==> src/rtl/clk_window_ctrl_pkg.sv <==
// Shared definitions for the measurement-window controller and its up counter.
package clk_window_ctrl_pkg;

   localparam int CNT_WIDTH = 8;
   localparam int WIN_WIDTH = 16;

   localparam logic [2:0] ST_IDLE    = 3'd0;
   localparam logic [2:0] ST_CLEAR   = 3'd1;
   localparam logic [2:0] ST_COUNT   = 3'd2;
   localparam logic [2:0] ST_CAPTURE = 3'd3;
   localparam logic [2:0] ST_HOLD    = 3'd4;

   typedef enum logic [2:0] {
      IDLE    = ST_IDLE,
      CLEAR   = ST_CLEAR,
      COUNT   = ST_COUNT,
      CAPTURE = ST_CAPTURE,
      HOLD    = ST_HOLD
   } state_t;

endpackage

==> src/rtl/clk_window_ctrl_if.sv <==
// Host-side bundle of the window controller: request, event qualifier and result handshake.
interface clk_window_ctrl_if #(
   parameter int WIDTH = clk_window_ctrl_pkg::CNT_WIDTH,
   parameter int WIN_W = clk_window_ctrl_pkg::WIN_WIDTH
);

   logic             start;
   logic [WIN_W-1:0] win_len;
   logic             abort;
   logic             event_in;
   logic             busy;
   logic [WIDTH-1:0] result;
   logic             overflow;
   logic             res_valid;
   logic             res_ready;

   // Result handshake: res_valid rises with result/overflow already stable and holds
   // them frozen until the edge where res_ready (or abort) is sampled high.
   modport master (
      output start, win_len, abort, event_in, res_ready,
      input  busy, result, overflow, res_valid
   );

   modport slave (
      input  start, win_len, abort, event_in, res_ready,
      output busy, result, overflow, res_valid
   );

endinterface

==> src/rtl/clk_window_ctrl.sv <==
// Measurement-window controller: clears the counter, gates event_in for win_len cycles,
// then captures the count and offers it on a valid/ready handshake with a sticky overflow.
module clk_window_ctrl
   import clk_window_ctrl_pkg::*;
#(
   parameter int WIDTH = CNT_WIDTH,
   parameter int WIN_W = WIN_WIDTH
) (
   input  logic             clk,
   input  logic             reset,
   clk_window_ctrl_if.slave bus,
   input  logic [WIDTH-1:0] cnt_in,
   output logic             cnt_en,
   output logic             cnt_clr,
   output state_t           state_dbg
);

   localparam logic [WIN_W-1:0] REM_ONE = WIN_W'(1);

   state_t           state;
   logic [WIN_W-1:0] rem;
   logic             busy_q;
   logic [WIDTH-1:0] result_q;
   logic             overflow_q;
   logic             res_valid_q;

   // Abort wins over counting in the same cycle so the counter is never enabled while cancelling.
   assign cnt_en        = (state == COUNT) && bus.event_in && !bus.abort;
   assign bus.busy      = busy_q;
   assign bus.result    = result_q;
   assign bus.overflow  = overflow_q;
   assign bus.res_valid = res_valid_q;
   assign state_dbg     = state;

   always_ff @(posedge clk) begin
      if (reset) begin
         state       <= IDLE;
         rem         <= '0;
         cnt_clr     <= 1'b0;
         busy_q      <= 1'b0;
         result_q    <= '0;
         overflow_q  <= 1'b0;
         res_valid_q <= 1'b0;
      end else begin
         cnt_clr <= 1'b0;
         case (state)
            IDLE: begin
               if (bus.start) begin
                  rem     <= bus.win_len;
                  cnt_clr <= 1'b1;
                  busy_q  <= 1'b1;
                  state   <= CLEAR;
               end
            end
            CLEAR: begin
               overflow_q <= 1'b0;
               if (bus.abort) begin
                  cnt_clr <= 1'b1;
                  busy_q  <= 1'b0;
                  state   <= IDLE;
               end else if (rem == '0) begin
                  state <= CAPTURE;
               end else begin
                  state <= COUNT;
               end
            end
            COUNT: begin
               if (bus.abort) begin
                  cnt_clr <= 1'b1;
                  busy_q  <= 1'b0;
                  state   <= IDLE;
               end else begin
                  if (cnt_en && (&cnt_in)) begin
                     overflow_q <= 1'b1;
                  end
                  if (rem != '0) begin
                     rem <= rem - REM_ONE;
                  end
                  if (rem <= REM_ONE) begin
                     state <= CAPTURE;
                  end
               end
            end
            CAPTURE: begin
               // The last increment lands on cnt_in one cycle after the final cnt_en.
               if (bus.abort) begin
                  cnt_clr <= 1'b1;
                  busy_q  <= 1'b0;
                  state   <= IDLE;
               end else begin
                  result_q    <= cnt_in;
                  res_valid_q <= 1'b1;
                  state       <= HOLD;
               end
            end
            HOLD: begin
               if (bus.abort || bus.res_ready) begin
                  res_valid_q <= 1'b0;
                  busy_q      <= 1'b0;
                  state       <= IDLE;
               end
            end
            default: begin
               busy_q      <= 1'b0;
               res_valid_q <= 1'b0;
               state       <= IDLE;
            end
         endcase
      end
   end

endmodule

==> src/flat_wrapper.sv <==
// flat-port wrapper written by rule: the top's interface ports become plain ports
module clk_window_ctrl_flat import clk_window_ctrl_pkg::*;
#(
   parameter int WIDTH = CNT_WIDTH,
   parameter int WIN_W = WIN_WIDTH
)
  (clk, reset, cnt_in, cnt_en, cnt_clr, state_dbg, bus_start, bus_win_len, bus_abort, bus_event_in, bus_res_ready, bus_busy, bus_result, bus_overflow, bus_res_valid);
  clk_window_ctrl_if #(.WIDTH(WIDTH), .WIN_W(WIN_W)) bus_i ();
  input  logic clk;
  input  logic reset;
  input  logic [WIDTH-1:0] cnt_in;
  output logic cnt_en;
  output logic cnt_clr;
  output state_t state_dbg;
  input wire logic [$bits(bus_i.start)-1:0] bus_start;
  input wire logic [$bits(bus_i.win_len)-1:0] bus_win_len;
  input wire logic [$bits(bus_i.abort)-1:0] bus_abort;
  input wire logic [$bits(bus_i.event_in)-1:0] bus_event_in;
  input wire logic [$bits(bus_i.res_ready)-1:0] bus_res_ready;
  output wire logic [$bits(bus_i.busy)-1:0] bus_busy;
  output wire logic [$bits(bus_i.result)-1:0] bus_result;
  output wire logic [$bits(bus_i.overflow)-1:0] bus_overflow;
  output wire logic [$bits(bus_i.res_valid)-1:0] bus_res_valid;
  assign bus_i.start = bus_start;
  assign bus_i.win_len = bus_win_len;
  assign bus_i.abort = bus_abort;
  assign bus_i.event_in = bus_event_in;
  assign bus_i.res_ready = bus_res_ready;
  assign bus_busy = bus_i.busy;
  assign bus_result = bus_i.result;
  assign bus_overflow = bus_i.overflow;
  assign bus_res_valid = bus_i.res_valid;
  clk_window_ctrl #(.WIDTH(WIDTH), .WIN_W(WIN_W)) u_core (.clk(clk), .reset(reset), .bus(bus_i), .cnt_in(cnt_in), .cnt_en(cnt_en), .cnt_clr(cnt_clr), .state_dbg(state_dbg));
endmodule
==> config.mk <==
export PLATFORM = sky130hd
export DESIGN_NAME = clk_window_ctrl_flat
export DESIGN_NICKNAME = d
export VERILOG_FILES = /design/src/rtl/clk_window_ctrl_pkg.sv /design/src/rtl/clk_window_ctrl_if.sv /design/src/rtl/clk_window_ctrl.sv /design/src/flat_wrapper.sv
export SDC_FILE = /design/constraint.sdc
export NUM_CORES = 1
export LEC_CHECK = 0
export CAP_MARGIN = 20
export CORE_ASPECT_RATIO = 1.1
export CORE_MARGIN = 1.5
export CORE_UTILIZATION = 30
export DETAILED_ROUTE_END_ITERATION = 12
export DONT_BUFFER_PORTS = 1
export PLACE_DENSITY_LB_ADDON = 0.15
export REMOVE_ABC_BUFFERS = 1
export SKIP_CTS_REPAIR_TIMING = 1
export SYNTH_ARGS = -nofsm -noshare
export SYNTH_HDL_FRONTEND = slang
export SYNTH_SLANG_ARGS = --single-unit
==> constraint.sdc <==
create_clock -name clk -period 1.87 [get_ports clk]
set_input_delay 0.561 -clock clk [delete_from_list [all_inputs] [get_ports clk]]
set_output_delay 0.561 -clock clk [all_outputs]
set_load 0.03 [all_outputs]
==> impl_metrics.env <==
# flow metrics
export IMPL_p_clk_uw=692
export IMPL_adder_share=0.0142
export IMPL_finalClockPeriodUsage=0.983
export IMPL_n_fill_cell=633
export IMPL_route_top_layer_used="met4"
export IMPL_cts_max_path_buffers=2
export IMPL_peakVddDrop_mv=0.383
export IMPL_required_ps=1310
export IMPL_worst_slack_ps=32.2
export IMPL_fp_util=0.308
export IMPL_largest_cell_class="logic gates"
export IMPL_hold_viol_final=0
export IMPL_place_gp_congestion=0.775
export IMPL_ys_warn_count=0
export IMPL_track_usage=0.157
export IMPL_post_dp_hpwl_mm=3.36
export IMPL_cts_made_buffers=5
export IMPL_worstReg2RegStart="u_core.state_dbg[1]"
export IMPL_hold_ws_ps=334
export IMPL_die_area_um2=6350
export IMPL_finalClockSkew_ps=4.37
export IMPL_p_switching_uw=598
export IMPL_logic_area_um2=1080
export IMPL_flops=31
export IMPL_fmax_mhz=544
export IMPL_antenna_found_initial=0
export IMPL_htree_levels=2
export IMPL_clk_latency_ps=280
export IMPL_tap_cells=77
export IMPL_hold_class="input pin to register"
export IMPL_flop_cell="dfxtp_1"
export IMPL_clkSlewWorstSetupHoldPaths_ps=70
export IMPL_nonClockInverterCount=4
export IMPL_final_util=0.381
export IMPL_antenna_cells=0
export IMPL_cp_startpoint="u_core.state_dbg[0]"
export IMPL_yosysCellCount=221
export IMPL_r2r_end="u_core.rem[12]"
export IMPL_powerSeq_uw=764
export IMPL_logic_gate_count=170
export IMPL_ys_seq_frac=0.352
export IMPL_r2r_setup_slack_ps=110
export IMPL_max_slew_margin=0.759
export IMPL_top_area_frac=0.352
export IMPL_top_power_group="registers"
export IMPL_post_place_ws_ps=18.9
export IMPL_drc=0
export IMPL_critPathArrivalTime_ps=1280
export IMPL_wl_met2_mm=2.18
export IMPL_ys_sh_aoi=0.245
export IMPL_grt_pass1_vias=1690
export IMPL_static_leakage_power_nw=0.791
export IMPL_sh_seq_area=0.287
export IMPL_dp_cells=307
export IMPL_status="complete, no violations"
export IMPL_sw_frac_of_total=0.305
export IMPL_critical_path_endpoint_type="output pin"
export IMPL_enable_flop_cells=0
export IMPL_dr_wl_met3_um=319
export IMPL_vias=1654
export IMPL_power_density_nw_per_um2=898
export IMPL_clkbuf_count=6
export IMPL_buffers=30
export IMPL_synth_area_mux_share=0.0454
export IMPL_cp_depth=4
export IMPL_netlist_instances=221
export IMPL_avgSynthCellArea_um2=7.99
export IMPL_top_area_cell="dfxtp_1"
export IMPL_placed_cell_area_um2=2000
export IMPL_wl_mm=4.93
export IMPL_ios=46
export IMPL_ys_flops=31
export IMPL_path_buffers=2
export IMPL_grt_pass1_wl_mm=8.08
export IMPL_top_register="u_core.rem"
export IMPL_fin_cells=320
export IMPL_worst_slew_pin_slew_ps=358
export IMPL_flop_area_um2=627
export IMPL_ys_chip_area_um2=1770
export IMPL_slew_viol_final=0
placed cells by master, fill, tap and decap left out, types with 2 or more instances in the layout:
cell type / instances
a31oi_1: 4
o21ai_0: 14
nor3b_1: 2
nor4_1: 6
nor3_1: 6
nand2_1: 26
o41ai_1: 2
o21ai_1: 5
ha_1: 2
mux2i_1: 8
dfxtp_2: 2
a21oi_2: 5
buf_12: 2
nor2_1: 22
buf_4: 28
nand4_1: 3
a21oi_1: 18
nand3b_1: 2
inv_1: 4
or4_1: 4
and2_1: 2
dfxtp_1: 28
a211oi_1: 4
nand3_1: 5
o31ai_1: 4
clkbuf_8: 6
o21ai_2: 4
I/O pins on the die edge:
Scale: 3 px per µm. Pins as bars across the die edge, other pins in grey.
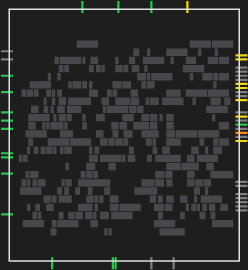
[orange] `bus_event_in` | pins: 1 | direction: input | edge: right
[green] `bus_win_len` | pins: 16 | direction: input | edge: 9 left, 3 bottom, 3 top, 1 right
[yellow] `bus_result` | pins: 8 | direction: output | edge: 7 right, 1 top
all pins by edge: 26 right, 11 left, 5 bottom, 4 top
Die W: 76.1 µm
# port buffers: 0
die height: 83.5 µm

Sequential cells grouped by signal name:
Scale: 3 px per µm. Other sequential cells in the stronger grey, the rest of the logic in the fainter grey.
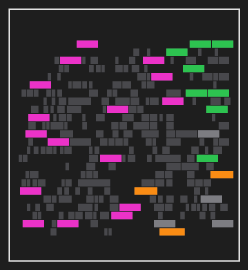
[green] `u_core.bus.result` | placed flops: 8
[magenta] `u_core.rem` | placed flops: 16
[orange] `u_core.state_dbg` | placed flops: 3

Congestion heat map:
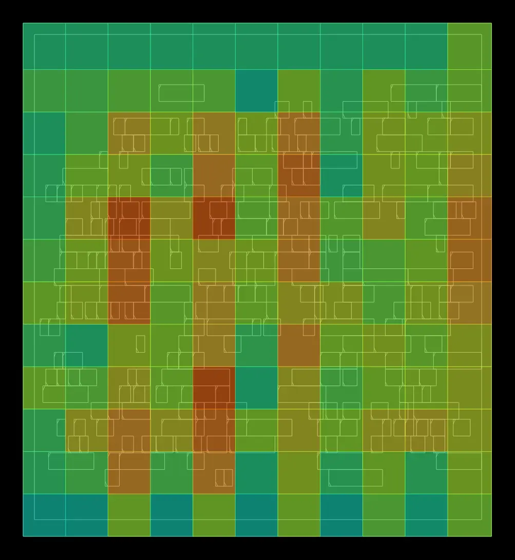
GR peak layer: met2
grt met2 use: 0.252
GR Util met3: 0.0470
Routed wire per std cell: 15.4 µm

